===== config.mk =====
export PLATFORM = sky130hd
export DESIGN_NAME = tt_pin_host
export DESIGN_NICKNAME = d
export VERILOG_FILES = /design/src/rtl/tt_pin_host.sv
export SDC_FILE = /design/constraint.sdc
export NUM_CORES = 1
export LEC_CHECK = 0
export CORE_UTILIZATION = 48
export DETAILED_ROUTE_END_ITERATION = 10
export GPL_TIMING_DRIVEN = 0
export PLACE_DENSITY = 0.84
export SKIP_CTS_REPAIR_TIMING = 1
export SYNTH_ARGS = -nofsm -noshare
export SYNTH_HDL_FRONTEND = slang
export SYNTH_SLANG_ARGS = --single-unit

===== constraint.sdc =====
create_clock -name clk -period 6.2 [get_ports clk]
set_clock_uncertainty 0.2 [all_clocks]
set_input_delay 0.93 -clock clk [delete_from_list [all_inputs] [get_ports clk]]
set_output_delay 0.93 -clock clk [all_outputs]
set_load 0.1 [all_outputs]

===== src/rtl/tt_pin_host.sv =====
// Host-side pin driver for a TinyTapeout user project: executes byte commands
// that set project inputs, pulse project reset, wait, or sample project outputs.
module tt_pin_host #(
    parameter int RST_CYCLES = 10,
    parameter int SETTLE     = 2,
    parameter int CNT_W      = 8
) (
    input  logic        clk,
    input  logic        rst,
    input  logic        cmd_valid,
    output logic        cmd_ready,
    input  logic [2:0]  cmd_op,
    input  logic [7:0]  cmd_data,
    output logic        rsp_valid,
    input  logic        rsp_ready,
    output logic [15:0] rsp_data,
    output logic [7:0]  rsp_oe,
    output logic [7:0]  proj_ui_in,
    output logic [7:0]  proj_uio_in,
    output logic        proj_ena,
    output logic        proj_rst_n,
    input  logic [7:0]  proj_uo_out,
    input  logic [7:0]  proj_uio_out,
    input  logic [7:0]  proj_uio_oe
);

    typedef enum logic [1:0] {S_IDLE, S_RSTP, S_SETTLE, S_WAIT} state_t;

    localparam logic [2:0] OP_SET_UI  = 3'd1;
    localparam logic [2:0] OP_SET_UIO = 3'd2;
    localparam logic [2:0] OP_SET_ENA = 3'd3;
    localparam logic [2:0] OP_PULSE   = 3'd4;
    localparam logic [2:0] OP_SAMPLE  = 3'd5;
    localparam logic [2:0] OP_WAIT    = 3'd6;

    localparam logic [CNT_W-1:0] RST_LOAD = CNT_W'(RST_CYCLES - 1);
    // Capture happens when the settle count reaches zero, so loading SETTLE
    // lands the capture SETTLE+1 edges after accept (next edge when SETTLE=0).
    localparam logic [CNT_W-1:0] SETTLE_LOAD = CNT_W'(SETTLE);
    localparam logic [CNT_W-1:0] CNT_ZERO = {CNT_W{1'b0}};
    localparam logic [CNT_W-1:0] CNT_ONE  = CNT_W'(1);

    state_t           state_q;
    logic [CNT_W-1:0] cnt_q;
    logic [7:0]       ui_q;
    logic [7:0]       uio_q;
    logic             ena_q;
    logic             prst_n_q;
    logic             rsp_valid_q;
    logic [15:0]      rsp_data_q;
    logic [7:0]       rsp_oe_q;
    logic [7:0]       uio_smp_d;
    logic             accept_d;

    assign cmd_ready   = (state_q == S_IDLE) && !rsp_valid_q;
    assign accept_d    = cmd_valid && cmd_ready;
    // Bidirectional pins read back what the project drives, else what we drive.
    assign uio_smp_d   = (proj_uio_out & proj_uio_oe) | (uio_q & ~proj_uio_oe);

    assign rsp_valid   = rsp_valid_q;
    assign rsp_data    = rsp_data_q;
    assign rsp_oe      = rsp_oe_q;
    assign proj_ui_in  = ui_q;
    assign proj_uio_in = uio_q;
    assign proj_ena    = ena_q;
    assign proj_rst_n  = prst_n_q;

    // Command FSM, pin registers and response buffer.
    always_ff @(posedge clk) begin
        if (rst) begin
            state_q     <= S_IDLE;
            cnt_q       <= CNT_ZERO;
            ui_q        <= 8'h00;
            uio_q       <= 8'h00;
            ena_q       <= 1'b0;
            prst_n_q    <= 1'b0;
            rsp_valid_q <= 1'b0;
            rsp_data_q  <= 16'h0000;
            rsp_oe_q    <= 8'h00;
        end else begin
            if (rsp_valid_q && rsp_ready) begin
                rsp_valid_q <= 1'b0;
            end
            case (state_q)
                S_IDLE: begin
                    if (accept_d) begin
                        case (cmd_op)
                            OP_SET_UI:  ui_q  <= cmd_data;
                            OP_SET_UIO: uio_q <= cmd_data;
                            OP_SET_ENA: ena_q <= cmd_data[0];
                            OP_PULSE: begin
                                prst_n_q <= 1'b0;
                                cnt_q    <= RST_LOAD;
                                state_q  <= S_RSTP;
                            end
                            OP_SAMPLE: begin
                                cnt_q   <= SETTLE_LOAD;
                                state_q <= S_SETTLE;
                            end
                            OP_WAIT: begin
                                if (cmd_data != 8'd0) begin
                                    cnt_q   <= CNT_W'(cmd_data - 8'd1);
                                    state_q <= S_WAIT;
                                end
                            end
                            default: ;
                        endcase
                    end
                end
                S_RSTP: begin
                    if (cnt_q == CNT_ZERO) begin
                        prst_n_q <= 1'b1;
                        state_q  <= S_IDLE;
                    end else begin
                        cnt_q <= cnt_q - CNT_ONE;
                    end
                end
                S_SETTLE: begin
                    if (cnt_q == CNT_ZERO) begin
                        rsp_data_q  <= {proj_uo_out, uio_smp_d};
                        rsp_oe_q    <= proj_uio_oe;
                        rsp_valid_q <= 1'b1;
                        state_q     <= S_IDLE;
                    end else begin
                        cnt_q <= cnt_q - CNT_ONE;
                    end
                end
                S_WAIT: begin
                    if (cnt_q == CNT_ZERO) begin
                        state_q <= S_IDLE;
                    end else begin
                        cnt_q <= cnt_q - CNT_ONE;
                    end
                end
                default: state_q <= S_IDLE;
            endcase
        end
    end

endmodule


==> flow_summary.yaml, run 1 <==
# yosys + openroad results
yosys:
  edf_count: 0
  ys_ff: 53
  ys_seq_share: 0.442
  ys_cells: 274
  ys.flop_type: "dfxtp_1"
  netlist_instances: 274
die:
  chip_area_sq_mm: 0.00529
  rows: 25
  chipHeight_microns: 72.7
global_routing:
  grt_usage: 0.246
  grt_max_degree: 17
  grt-ovfl-total: 0
  grt_pass1_wl_mm: 9.92
critical_path:
  max_stage_delay_ns: 1.14
  path_delay_family: "buffers and inverters"
  worstSetupPathType: "flop to output port"
  crit_path_cell_trace: "or2_1, nor2_1, clkdlybuf4s50_1"
  end_kind: "output port"
  timing.critical_path.buf_inv: 1
  cp-start-kind: "flop"
  cp_data_required_time_ns: 5.07
  cp_max_fo: 8
placed_design:
  io_buffers: 81
  dpl.cell_count: 422
  place_hpwl_mm: 4.78
power:
  powerSeq_w: 0.000366
  p_int_w: 0.000511
  power.leakage_nw: 1.15
  clock_power_share: 0.259
  swShare: 0.331
  pg_clk_w: 0.000197
  p_switching_w: 0.000252
  power_leader: "sequential cells"
  power_density_mw_per_mm2: 226
final_timing:
  min_period_over_period: 0.551
  fmax_mhz: 293
  setup_violations: 0
  final.setup.tns_ns: 0
outcome:
  status: "complete, no violations"
cts:
  cts_sinks: 53
  clk_pin_slew_ns: 0.10
  clockBufferDepth: 2
  h-tree-depth: 2
  cts_buffers: 5
flow_run:
  warnings: 28
cells_and_area:
  regArea_sq_mm: 0.00106
  diodes: 0
  finalNetCount: 405
routing:
  drc: 0
  dr.first_iter.drc_count: 170
[run 1: final timing paths]
| kind | slack (ns) | depth (start not counted) | end | start |
|---|---|---|---|---|
| worst max-delay path | 2.78 | 3 | cmd_ready | state_q[0]$_SDFFE_PP0P_ |
| worst min-delay path | 0.26 | 2 | rsp_data[12]$_SDFFE_PP0P_ | rsp_data[12]$_SDFFE_PP0P_ |
| worst max register to register | 3.81 | 7 | rsp_data[14]$_SDFFE_PP0P_ | cnt_q[4]$_SDFFE_PP0P_ |
| worst min register to register | 0.26 | 2 | rsp_data[12]$_SDFFE_PP0P_ | rsp_data[12]$_SDFFE_PP0P_ |
[run 1: logic make-up (layout without fill, tap and decap cells)]
kind of cell / after synthesis / count (layout) / synth area share
buffers and inverters: 19 / 108 / 0.0318
DFF: 53 / 53 / 0.442
AOI/OAI and AO/OA: 48 / 48 / 0.133
muxes: 25 / 25 / 0.105
xor gates and xnor gates: 9 / 9 / 0.0328
and+or+nand+nor: 116 / 116 / 0.235
adders and majority gates: 4 / 4 / 0.0208
[run 1: synth_stat cells, types with 3 or more instances]
cell      count  area, sq um
xnor2_1       6         52.6
inv_1         6         22.5
ha_1          4         50.1
or2_1         3         18.8
nand2b_1      4         25.0
mux2i_1      24          240
a211oi_1      9         67.6
xor2_1        3         26.3
nand3b_1      3         22.5
nor2_1       38          143
or3_1         4         25.0
a21oi_1      20          100
clkbuf_1      9         33.8
dfxtp_1      53         1060
nor3_1        9         45.0
o221a_2       3         33.8
nand2_1      39          146
o21ai_0       3         15.0
[run 1: final cells by class]
cell class	count	share of cell area
timing repair buffer	81	0.240
clock inverter	2	0.00407
clock buffer	6	0.0214
sequential	53	0.314
tap	67	0.0248
multi-input combinational	202	0.374
buffer	13	0.0159
inverter	6	0.00666
[run 1: per-layer routing]
| layer | up-vias | track usage | share of wire |
|---|---|---|---|
| met1 | 1044 | 0.305 | 0.43 |
| met2 | 78 | 0.418 | 0.49 |
| li1 | 1127 | - | - |
| met3 | 11 | 0.0580 | 0.058 |
| met4 | 0 | 0.0828 | 0.021 |
| met5 | - | 0 | 0 |
[run 1: metrics by stage]
stage          setup WS (ns)  power (W)
2_1_floorplan           3.00   0.000507
3_3_place_gp            2.81   0.000570
3_5_place_dp            2.84   0.000572
4_1_cts                 2.77   0.000766
5_1_grt                 2.71   0.000793
6_report                2.78   0.000763
[run 1: layout by cell type (no fill, tap or decap), drive strengths merged, types with 4 or more instances in the layout]
cell type      netlist  final
a211oi              10     10
a21oi               21     21
buf                  4      4
clkbuf               9     15
clkdlybuf4s50        0     81
dfxtp               53     53
ha                   4      4
inv                  6      7
mux2i               24     24
nand2               39     39
nand2b               4      4
nor2                40     40
nor3                11     11
nor4                 4      4
o21ai                5      5
or3                  4      4
xnor2                6      6
[run 1: flip-flops by register name, summed over array words and instances (netlist names)]
signal and flops:
proj_ui_in 8, state_q 2, cnt_q 8, rsp_data 16, proj_uio_in 8, rsp_oe 8, proj_rst_n 1, rsp_valid 1
proj_ena 1
[run 1: worst min-delay path, cell delays in order, from the launching register on]
cell and delay, ns:
dfxtp_1 0.32, nand2_1 0.05, a21oi_1 0.05
==> run_1/sizing.png <==
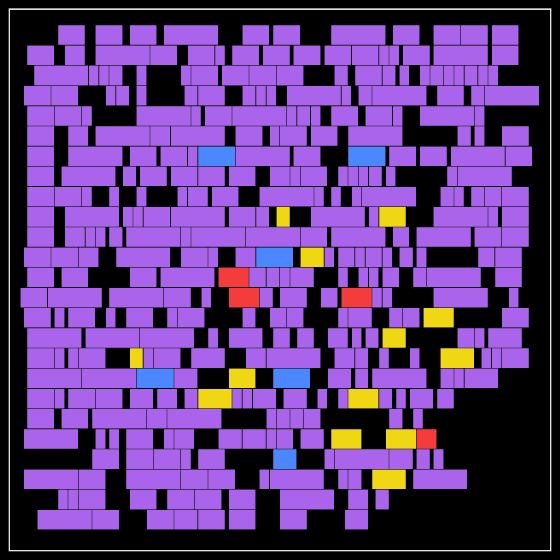
yellow -> x2  # cells 13, most used o221a_2
purple -> x1 and smaller  # cells 340, most used clkdlybuf4s50_1
red -> x3 and x4  # cells 4, most used nor2_4
blue -> x6 and larger  # cells 6, most used clkbuf_8
Non-clk bufs: 94
final setup margin: 2.78 ns
fin area: 0.00338 sq mm
area grow syn2layout: 40.8%

==> run_1/util_map.png <==
The bar under the picture is 20 microns long. 7 x 7 tiles, from dark blue (low) to red (high), 0 to 100% covered.
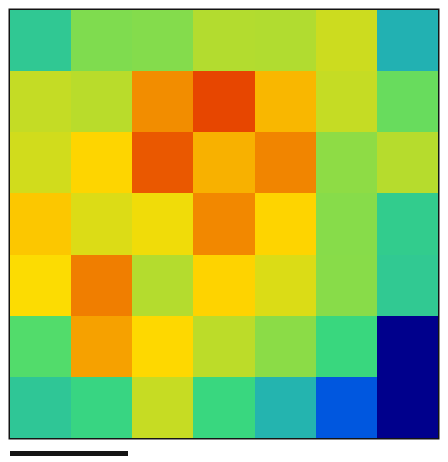
fullest tile = 92%
emptiest ninth of the die = lower right
mean over tiles = 62%
FP Core Util: 0.505
total core area: 0.00475 sq mm

==> run_1/m1.png <==
Cells faint in the background.
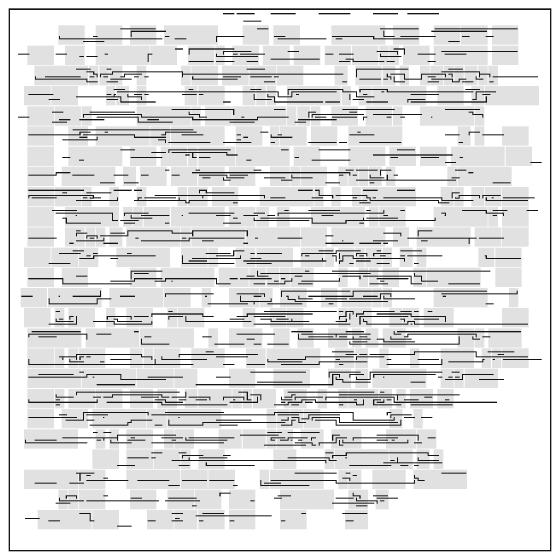
nets with wire on the layer = 363
longest straight run = 23.9 microns
main direction = horizontal
vias: 2260
M1 GR Usage: 0.305
Detailed Route WL: 6.36 mm

--- run 2 (diff from run 1) ---
--- a/config.mk
+++ b/config.mk
@@ -5,10 +5,10 @@
 export SDC_FILE = /design/constraint.sdc
 export NUM_CORES = 1
 export LEC_CHECK = 0
-export CORE_UTILIZATION = 48
+export CORE_UTILIZATION = 41
 export DETAILED_ROUTE_END_ITERATION = 10
 export GPL_TIMING_DRIVEN = 0
-export PLACE_DENSITY = 0.84
+export PLACE_DENSITY = 0.76
 export SKIP_CTS_REPAIR_TIMING = 1
 export SYNTH_ARGS = -nofsm -noshare
 export SYNTH_HDL_FRONTEND = slang
==> constraint.sdc (replaced) <==
create_clock -name clk -period 3.11 [get_ports clk]
set_clock_uncertainty 0.2 [all_clocks]
set_input_delay 0.4665 -clock clk [delete_from_list [all_inputs] [get_ports clk]]
set_output_delay 0.4665 -clock clk [all_outputs]
set_load 0.1 [all_outputs]
==> run_2/util_map.png <==
The bar under the picture is 20 microns long. 8 x 8 tiles, from dark blue (low) to red (high), 0 to 100% covered.
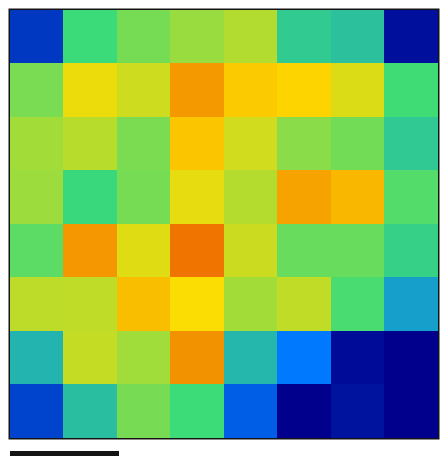
mean over tiles = 54%
tiles over 75% full = 16%
fullest tile = 87%
nearly empty tiles = 4.7%
emptiest ninth of the die = lower right
FP Core Util: 0.431
total core area: 0.00557 sq mm
post-layout util: 0.611

==> run_2/sizing.png <==
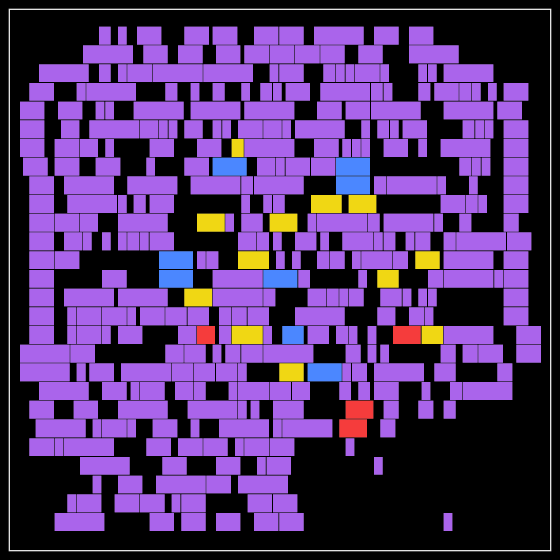
purple -> x1 and smaller  # cells 339, most used clkdlybuf4s50_1
blue -> x6 and larger  # cells 8, most used clkbuf_8
yellow -> x2  # cells 12, most used o221a_2
red -> x3 and x4  # cells 4, most used nor2_4
final setup margin: 0.200 ns
fin area: 0.00341 sq mm
area grow syn2layout: 41.9%

==> run 2 against run 1 <==
Effect of this change: via count down 1.7%; worst hold slack lost 0.0013 ns; sequential share of layout area down 0.23 points; non-clock buffer count did not move; synthesized cell count unchanged; die size increased by 17%; critical path type unchanged; critical endpoint unchanged; largest power group unchanged.
==> flow_summary.yaml, run 2 <==
# yosys + openroad results
outcome:
  status: "complete, no violations"
critical_path:
  reg2reg_to: "rsp_oe[7]$_SDFFE_PP0P_"
  cp_max_fo: 8
  cp-start-kind: "flop"
  worstSetupPathType: "flop to output port"
yosys:
  ys.flop_type: "dfxtp_1"
  ys_seq_share: 0.442
  netlist_instances: 274
final_timing:
  final.setup.tns_ns: 0
  setup_violations: 0
flow_run:
  warnings: 28
worst_hold_path:
  min_delay_path_depth: 2
  hold_path.startpoint: "rsp_oe[3]$_SDFFE_PP0P_"
cts:
  cts_buffers: 5
cells_and_area:
  final_cell_mix: "81 x clkdlybuf4s50_1, 53 x dfxtp_1, 39 x nand2_1, 38 x nor2_1, 24 x mux2i_1"
  largest_reg_flops: 16
power:
  power.leakage_nw: 1.16
die:
  chip_area_sq_mm: 0.00617
placed_design:
  io_buffers: 81
  pre_cts_ws_ns: 0.133
global_routing:
  grt-ovfl-total: 0
==> run_2/m1.png <==
Cells faint in the background.
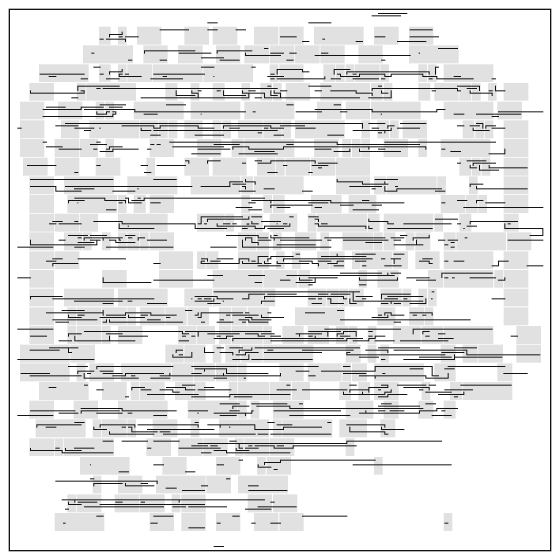
wire length on this layer = 2790 microns
main direction = horizontal
nets with wire on the layer = 362
share of all routed wire = 46%
longest straight run = 43.2 microns
Detailed Route WL: 6.12 mm
vias: 2222
M1 GR Usage: 0.268

run 2: cell counts after synthesis:
No cell type changed its count.
run 2: worst max-delay path, stage by stage, from the launching register on:
cell and delay [ns]:
dfxtp_1 0.38, or2_1 0.32, nor2_1 0.10, clkdlybuf4s50_1 1.13
run 2: cell families (layout without fill, tap and decap cells):
family,count (synthesis),in the layout,share of synthesized area
simple gates,116,116,0.235
flops,53,53,0.442
compound gates,48,48,0.133
mux,25,25,0.105
buf+inv,19,108,0.0318
xor+xnor,9,9,0.0328
fa+ha+maj,4,4,0.0208
run 2: power breakdown:
group	total [W]	internal, W	switching [W]
sequential	0.000730	0.000705	0.0000257
clock	0.000427	0.000206	0.000222
combinational	0.000395	0.000152	0.000243
total	0.00155	0.00106	0.000490
run 2: area by class of cell:
| cell class | instances | area [sq um] |
|---|---|---|
| Sequential cell | 53 | 1060 |
| Timing Repair Buffer | 81 | 811 |
| Fill cell | 513 | 2170 |
| Clock inverter | 1 | 8.76 |
| Inverter | 6 | 22.5 |
| Tap cell | 72 | 90.1 |
| Buffer | 13 | 53.8 |
| Clock buffer | 7 | 96.3 |
| Multi-Input combinational cell | 202 | 1260 |
run 2: layer usage:
layer  wire [microns]  up-vias  global-route usage  part of all wire
li1                 -     1132                   -                 -
met1             2790     1024               0.268              0.46
met2             2960       60               0.343              0.48
met3              301        6              0.0453             0.049
met4               68        0              0.0556             0.011
met5                0        -                   0                 0
run 2: stage by stage:
| stage | total power (W) | utilization | hold WS [ns] |
|---|---|---|---|
| global route | 0.00163 | 0.611 | 0.277 |
| detailed placement | 0.00114 | 0.593 | 0.246 |
| finish | 0.00155 | 0.611 | 0.256 |
| floorplan | 0.00101 | - | 0.282 |
| CTS | 0.00156 | 0.611 | 0.259 |
| global placement | 0.00113 | 0.593 | 0.241 |
run 2: worst max-delay path by stage:
stage,cells after the start,slack [ns],startpoint,endpoint
2_1_floorplan,1,0.38,rsp_valid$_SDFF_PP0_,cmd_ready
3_3_place_gp,7,0.16,cmd_op[2],cnt_q[7]$_SDFFE_PP0P_
3_5_place_dp,7,0.13,cmd_op[2],cnt_q[6]$_SDFFE_PP0P_
4_1_cts,3,0.18,state_q[0]$_SDFFE_PP0P_,cmd_ready
5_1_grt,3,0.13,state_q[0]$_SDFFE_PP0P_,cmd_ready
6_report,3,0.20,state_q[0]$_SDFFE_PP0P_,cmd_ready
Power figures rest on the tool's default switching activity, not on a simulated workload.
